$ cat src/rtl/pifo_sched_pkg.sv
// Shared definitions for the PIFO root scheduler blocks: default word width,
// the tagged info word layout and the FIFO pointer-width helper.
package pifo_sched_pkg;

  localparam int DEFAULT_PIFO_INFO_WIDTH = 32;

  typedef struct packed {
    logic                               tag_valid;
    logic [DEFAULT_PIFO_INFO_WIDTH-1:0] info;
  } pifo_info_t;

  // A depth-1 FIFO would still need a one-bit pointer to be well formed.
  function automatic int ptr_width(input int depth);
    return (depth > 1) ? $clog2(depth) : 1;
  endfunction

endpackage

$ cat src/rtl/dispatch_fifo.sv
// Small register FIFO with a write-side full flag; output valid and data come
// only from stored state, so ready never reaches them combinationally.
module dispatch_fifo
  import pifo_sched_pkg::*;
#(
  parameter int WIDTH = DEFAULT_PIFO_INFO_WIDTH,
  parameter int DEPTH = 4
) (
  input  logic             clk,
  input  logic             rstn,
  input  logic             wr_valid,
  input  logic [WIDTH-1:0] wr_data,
  output logic             full,
  output logic             m_axis_valid,
  output logic [WIDTH-1:0] m_axis_data,
  input  logic             m_axis_ready
);

  localparam int PW = ptr_width(DEPTH);
  localparam logic [PW:0] FULL_COUNT = (PW + 1)'(DEPTH);

  logic [WIDTH-1:0] mem [DEPTH];
  logic [PW-1:0]    wr_ptr;
  logic [PW-1:0]    rd_ptr;
  logic [PW:0]      count;
  logic             push;
  logic             pop;

  // A full FIFO still takes a write when its head leaves in the same cycle.
  assign pop          = m_axis_valid && m_axis_ready;
  assign full         = (count == FULL_COUNT);
  assign push         = wr_valid && (!full || pop);
  assign m_axis_valid = (count != '0);
  assign m_axis_data  = mem[rd_ptr];

  always_ff @(posedge clk or negedge rstn) begin
    if (!rstn) begin
      wr_ptr <= '0;
      rd_ptr <= '0;
      count  <= '0;
      for (int i = 0; i < DEPTH; i++) begin
        mem[i] <= '0;
      end
    end else begin
      if (push) begin
        mem[wr_ptr] <= wr_data;
        wr_ptr      <= wr_ptr + 1'b1;
      end
      if (pop) begin
        rd_ptr <= rd_ptr + 1'b1;
      end
      case ({push, pop})
        2'b10:   count <= count + 1'b1;
        2'b01:   count <= count - 1'b1;
        default: count <= count;
      endcase
    end
  end

endmodule

$ cat src/rtl/pifo_bypass_dispatcher.sv
// Re-aligns PIFO info words with the bypass checker's delayed verdict and
// steers each word into the egress (bypass) or calendar FIFO.
module pifo_bypass_dispatcher
  import pifo_sched_pkg::*;
#(
  parameter int PIFO_INFO_WIDTH = DEFAULT_PIFO_INFO_WIDTH,
  parameter int CHECK_LATENCY   = 1,
  parameter int FIFO_DEPTH      = 4,
  parameter int CNT_WIDTH       = 16
) (
  input  logic                       clk,
  input  logic                       rstn,
  input  logic                       s_axis_valid,
  input  logic [PIFO_INFO_WIDTH-1:0] s_axis_pifo_info,
  input  logic                       s_axis_check_valid,
  input  logic                       s_axis_bypass_en,
  output logic                       m_axis_bypass_valid,
  output logic [PIFO_INFO_WIDTH-1:0] m_axis_bypass_data,
  input  logic                       m_axis_bypass_ready,
  output logic                       m_axis_cal_valid,
  output logic [PIFO_INFO_WIDTH-1:0] m_axis_cal_data,
  input  logic                       m_axis_cal_ready,
  output logic [CNT_WIDTH-1:0]       drop_cnt,
  output logic                       err_align
);

  localparam int LAST = CHECK_LATENCY - 1;

  logic [CHECK_LATENCY-1:0]   tag_q;
  logic [PIFO_INFO_WIDTH-1:0] info_q [CHECK_LATENCY];

  logic dispatch;
  logic misalign;
  logic byp_wr;
  logic cal_wr;
  logic byp_full;
  logic cal_full;
  logic byp_pop;
  logic cal_pop;
  logic drop;

  // Free-running delay line matching the checker's pipeline depth.
  always_ff @(posedge clk or negedge rstn) begin
    if (!rstn) begin
      tag_q <= '0;
      for (int i = 0; i < CHECK_LATENCY; i++) begin
        info_q[i] <= '0;
      end
    end else begin
      tag_q[0]  <= s_axis_valid;
      info_q[0] <= s_axis_pifo_info;
      for (int i = 1; i < CHECK_LATENCY; i++) begin
        tag_q[i]  <= tag_q[i-1];
        info_q[i] <= info_q[i-1];
      end
    end
  end

  assign dispatch = tag_q[LAST] && s_axis_check_valid;
  assign misalign = tag_q[LAST] ^ s_axis_check_valid;
  assign byp_wr   = dispatch && s_axis_bypass_en;
  assign cal_wr   = dispatch && !s_axis_bypass_en;
  assign byp_pop  = m_axis_bypass_valid && m_axis_bypass_ready;
  assign cal_pop  = m_axis_cal_valid && m_axis_cal_ready;
  assign drop     = (byp_wr && byp_full && !byp_pop) ||
                    (cal_wr && cal_full && !cal_pop);

  dispatch_fifo #(
    .WIDTH (PIFO_INFO_WIDTH),
    .DEPTH (FIFO_DEPTH)
  ) u_bypass_fifo (
    .clk          (clk),
    .rstn         (rstn),
    .wr_valid     (byp_wr),
    .wr_data      (info_q[LAST]),
    .full         (byp_full),
    .m_axis_valid (m_axis_bypass_valid),
    .m_axis_data  (m_axis_bypass_data),
    .m_axis_ready (m_axis_bypass_ready)
  );

  dispatch_fifo #(
    .WIDTH (PIFO_INFO_WIDTH),
    .DEPTH (FIFO_DEPTH)
  ) u_cal_fifo (
    .clk          (clk),
    .rstn         (rstn),
    .wr_valid     (cal_wr),
    .wr_data      (info_q[LAST]),
    .full         (cal_full),
    .m_axis_valid (m_axis_cal_valid),
    .m_axis_data  (m_axis_cal_data),
    .m_axis_ready (m_axis_cal_ready)
  );

  // Misaligned slots are discarded silently apart from the sticky flag;
  // only genuine buffer overflows count as drops.
  always_ff @(posedge clk or negedge rstn) begin
    if (!rstn) begin
      drop_cnt  <= '0;
      err_align <= 1'b0;
    end else begin
      if (drop && (drop_cnt != {CNT_WIDTH{1'b1}})) begin
        drop_cnt <= drop_cnt + 1'b1;
      end
      if (misalign) begin
        err_align <= 1'b1;
      end
    end
  end

endmodule

$ cat config.mk
export PLATFORM = sky130hd
export DESIGN_NAME = pifo_bypass_dispatcher
export DESIGN_NICKNAME = d
export VERILOG_FILES = /design/src/rtl/pifo_sched_pkg.sv /design/src/rtl/dispatch_fifo.sv /design/src/rtl/pifo_bypass_dispatcher.sv
export SDC_FILE = /design/constraint.sdc
export NUM_CORES = 1
export LEC_CHECK = 0
export CELL_PAD_IN_SITES_DETAIL_PLACEMENT = 1
export CELL_PAD_IN_SITES_GLOBAL_PLACEMENT = 1
export CORE_UTILIZATION = 35
export CTS_CLUSTER_SIZE = 20
export DETAILED_ROUTE_END_ITERATION = 10
export GPL_TIMING_DRIVEN = 0
export PLACE_DENSITY = 0.65
export SLEW_MARGIN = 20
export SYNTH_ARGS = -nofsm -noshare
export SYNTH_HDL_FRONTEND = slang
export SYNTH_SLANG_ARGS = --single-unit
export TNS_END_PERCENT = 30
$ cat constraint.sdc
create_clock -name clk -period 6.8 [get_ports clk]
set_input_delay 1.36 -clock clk [delete_from_list [all_inputs] [get_ports clk]]
set_output_delay 1.36 -clock clk [all_outputs]
set_load 0.01 [all_outputs]
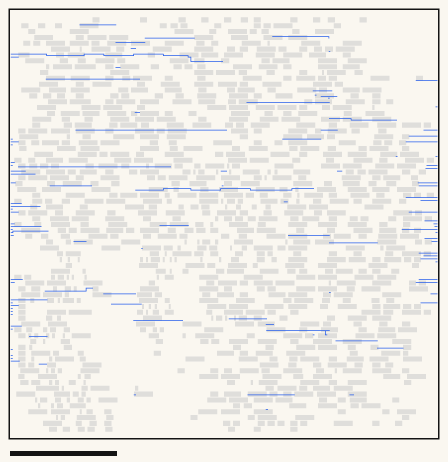
**Above:** the metal 3 layer.
Bar = 50 microns.
wire length on this layer = 1180 microns
nets with wire on the layer = 73

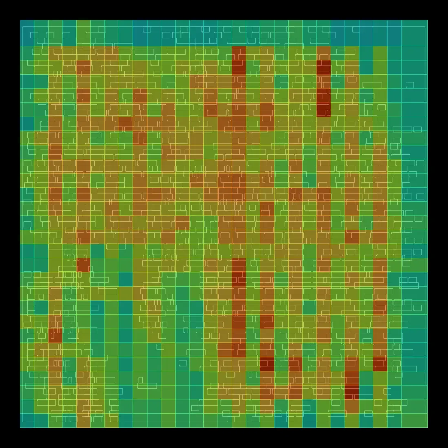
**Above:** track usage over the die.
M1 GR Usage: 23.9%
GR Util met2: 27.6%
routed len/inst: 21.0 microns
Post-Route Utilization: 44.2%
Most Used Layer, Global Route: met2

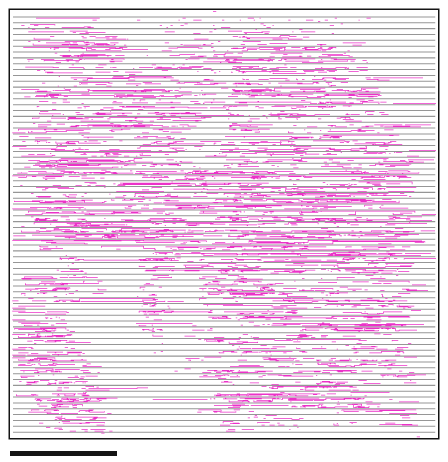
**Above:** met1 routing.
Bar = 50 microns. Supply wires on this layer in grey.
longest straight run = 47.8 microns
wire length on this layer = 14500 microns
nets with wire on the layer = 940
main direction = horizontal
share of all routed wire = 46%

==> impl_metrics.env <==
# source this file to load flow results
export IMPL_num_nets_final=1023
export IMPL_chipArea_sq_mm=0.0396
export IMPL_critical_path_slowest_cell="mux4_2"
export IMPL_hold_viol_final=0
export IMPL_crit_end="m_axis_bypass_data[0]"
export IMPL_status="finished, final reports clean"
export IMPL_synth_cells=805
export IMPL_tightest_slew_ps=929
export IMPL_cts_buffer_depth=3
export IMPL_cp_data_required_time_ps=5440
export IMPL_inverters_excl_clock=13
export IMPL_fill_cells=3719
export IMPL_synthTopLogicFamily="multiplexers"
export IMPL_core_util_floorplan_pct=35.8
export IMPL_hpwl_mm=20.1
export IMPL_r2r_cells=10
export IMPL_rsz0062_at_grt="no"
export IMPL_cts_made_buffers=39
export IMPL_syn_to_final_growth_pct=23.4
export IMPL_min_period_over_period_pct=62.2
export IMPL_ys_types=37
export IMPL_combAreaFraction_pct=31.1
export IMPL_buf_share_pct=9.66
export IMPL_fin_cells=1509
export IMPL_via_per_inst=4.95
export IMPL_powerDensity_mw_per_mm2=491
export IMPL_holdCritPathClass="flop to flop"
export IMPL_place_inst=1440
export IMPL_vias=7476
export IMPL_critical_path_startpoint="u_bypass_fifo.rd_ptr[0]$_DFFE_PN0P_"
export IMPL_antennaDiodeCount=0
export IMPL_wl_met3_mm=1.18
export IMPL_ir_drop_mv=0.232
export IMPL_min_from="u_bypass_fifo.count[2]$_DFFE_PN0P_"
export IMPL_lay_top_cells="320 x dfrtp_1, 235 x mux2_2, 120 x clkdlybuf4s50_1"
export IMPL_core_area_sq_mm=0.0379
export IMPL_slew_viol_final=0
export IMPL_startpoint_type="flop"
export IMPL_yosysTopAreaCell="dfrtp_1"
export IMPL_cts_resized=0
export IMPL_syn_avg_cell_area_sq_um=16.9
export IMPL_synth_xor_area_share_pct=1.55
export IMPL_timing_rr_start="u_bypass_fifo.count[0]$_DFFE_PN0P_"
export IMPL_end_kind="primary output"
export IMPL_signal_buffers=168
export IMPL_antenna_found_initial=0
export IMPL_max_freq_mhz=237
export IMPL_grt_max_degree=90
export IMPL_yosys_warnings=0
export IMPL_drtAntennaViolNets=0
export IMPL_die_y_microns=199
export IMPL_clk_share_pct=7.41
export IMPL_fin_total_pwr_mw=8.24
export IMPL_n_clock_buffer=55
export IMPL_taps=511
export IMPL_grtUsageMet3_pct=3.11
export IMPL_ys_seq_share_pct=58.9
export IMPL_fp_nets=858
export IMPL_gr_usage_all_layers_pct=17.3
export IMPL_finalInstanceArea_sq_mm=0.0168
export IMPL_largest_class="registers"
export IMPL_tool_warnings=32
export IMPL_skew_ps=14.0
export IMPL_common_cells="320 x dfrtp_1, 235 x mux2_2, 64 x mux4_2"
export IMPL_yosysMostFrequentCell="dfrtp_1"
export IMPL_fin_ws_ps=2570
export IMPL_r2r_end="u_bypass_fifo.count[2]$_DFFE_PN0P_"
export IMPL_cts_tree="yes"
export IMPL_grt_pass1_wl_mm=51.2
export IMPL_yosys_area_share_aoi_pct=0.285
export IMPL_drive_gt1_share_pct=41.1
export IMPL_whs_ps=473
export IMPL_place_ws_ps=2930
export IMPL_synth_stat_cells=805
export IMPL_gp_congestion=0.707
export IMPL_io_pins=122
export IMPL_top_cell_area_share_pct=58.9
export IMPL_cts_setup_buffers=0
export IMPL_synthArstFlopShare_pct=100
export IMPL_final_common_cell="dfrtp_1"
export IMPL_flop_area_sq_mm=0.00801
export IMPL_sh_seq_area_pct=47.7
export IMPL_crit_arrival_ps=2870
export IMPL_simple_gate_share_pct=3.01
export IMPL_clk_pin_slew_ps=60
export IMPL_cts_max_level=2
export IMPL_crit_chain="clkbuf_1, buf_2, mux4_2, clkdlybuf4s50_1"
export IMPL_leakage_nw=7.30
export IMPL_yosys_area_sq_mm=0.0136
export IMPL_cts_sinks=320
export IMPL_cp_max_fo=10
export IMPL_synthMuxAreaShare_pct=32.1
export IMPL_logic_gate_count=428
export IMPL_hold_depth=1
export IMPL_num_rows=71
export IMPL_die_w_microns=199
export IMPL_reg_top3="u_bypass_fifo.mem: 128 flops, u_cal_fifo.mem: 128 flops, info_q: 32 flops"
export IMPL_synth_edff_count=0
export IMPL_critPathMaxStageDelay_ps=620
export IMPL_drtIter0Drc=242
export IMPL_final_min_clock_period_ps=4230
export IMPL_synth_top_flop_cell="dfrtp_1"
export IMPL_firstDrtPassIters=4
export IMPL_drv_cap=0
export IMPL_fin_setup_tns_ps=0
export IMPL_seq_cells=320
export IMPL_insertion_delay_ps=550
export IMPL_ctsHoldBuffers=0
export IMPL_setup_viol=0
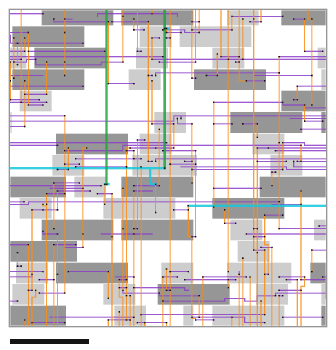
**Above:** a small window of the routed layout.
Bar = 10 microns. Region (129, 30) to (169, 70) microns. Cells in grey, sequential cells in the stronger grey; small squares are vias.
cyan -> metal 3
orange -> metal 2
green -> metal 4
purple -> metal 1
most frequent = mux2_2 (22), dfrtp_1 (20), clkbuf_16 (3)
cells with their middle in the window = 48
netlist names of flops here include = u_cal_fifo.mem (15), u_bypass_fifo.mem (5)
sequential cells in the window = 20

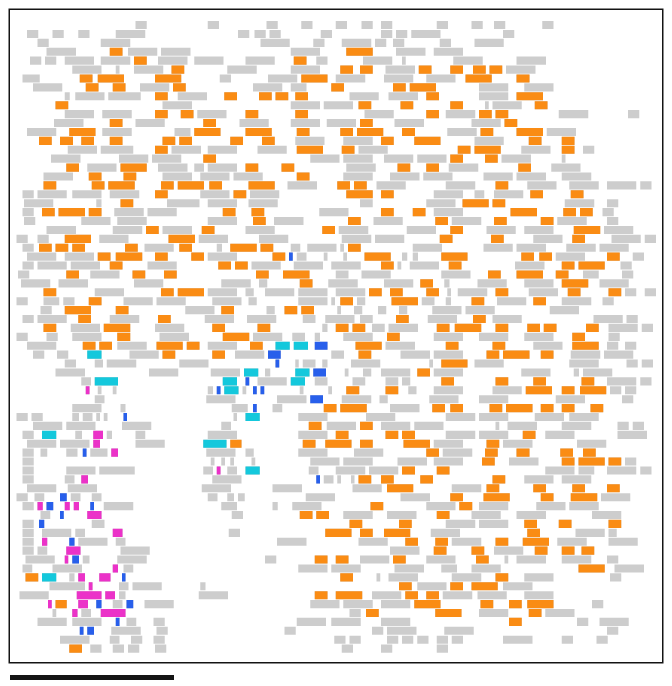
**Above:** gate families picked out.
Bar = 50 microns.
orange -> multiplexers  # cells 324, where all over the die
blue -> NAND gates  # cells 27
cyan -> adder and majority cells  # cells 14
magenta -> NOR gates  # cells 24, where south-west

[worst max-delay path, delay by kind of cell (launching register included)]
kind | cells | cell delay (ps)
flip-flops | 1 | 320
multiplexers | 1 | 620
buffers and inverters | 3 | 1370
[where the power goes]
group | leakage (nW) | internal (mW) | total, mW | switching, mW
Clock | 0.611 | 1.21 | 2.03 | 0.814
Combinational | 2.76 | 1.89 | 3.10 | 1.21
Sequential | 3.92 | 2.70 | 3.12 | 0.412
Power is estimated from default activity; no workload was simulated.
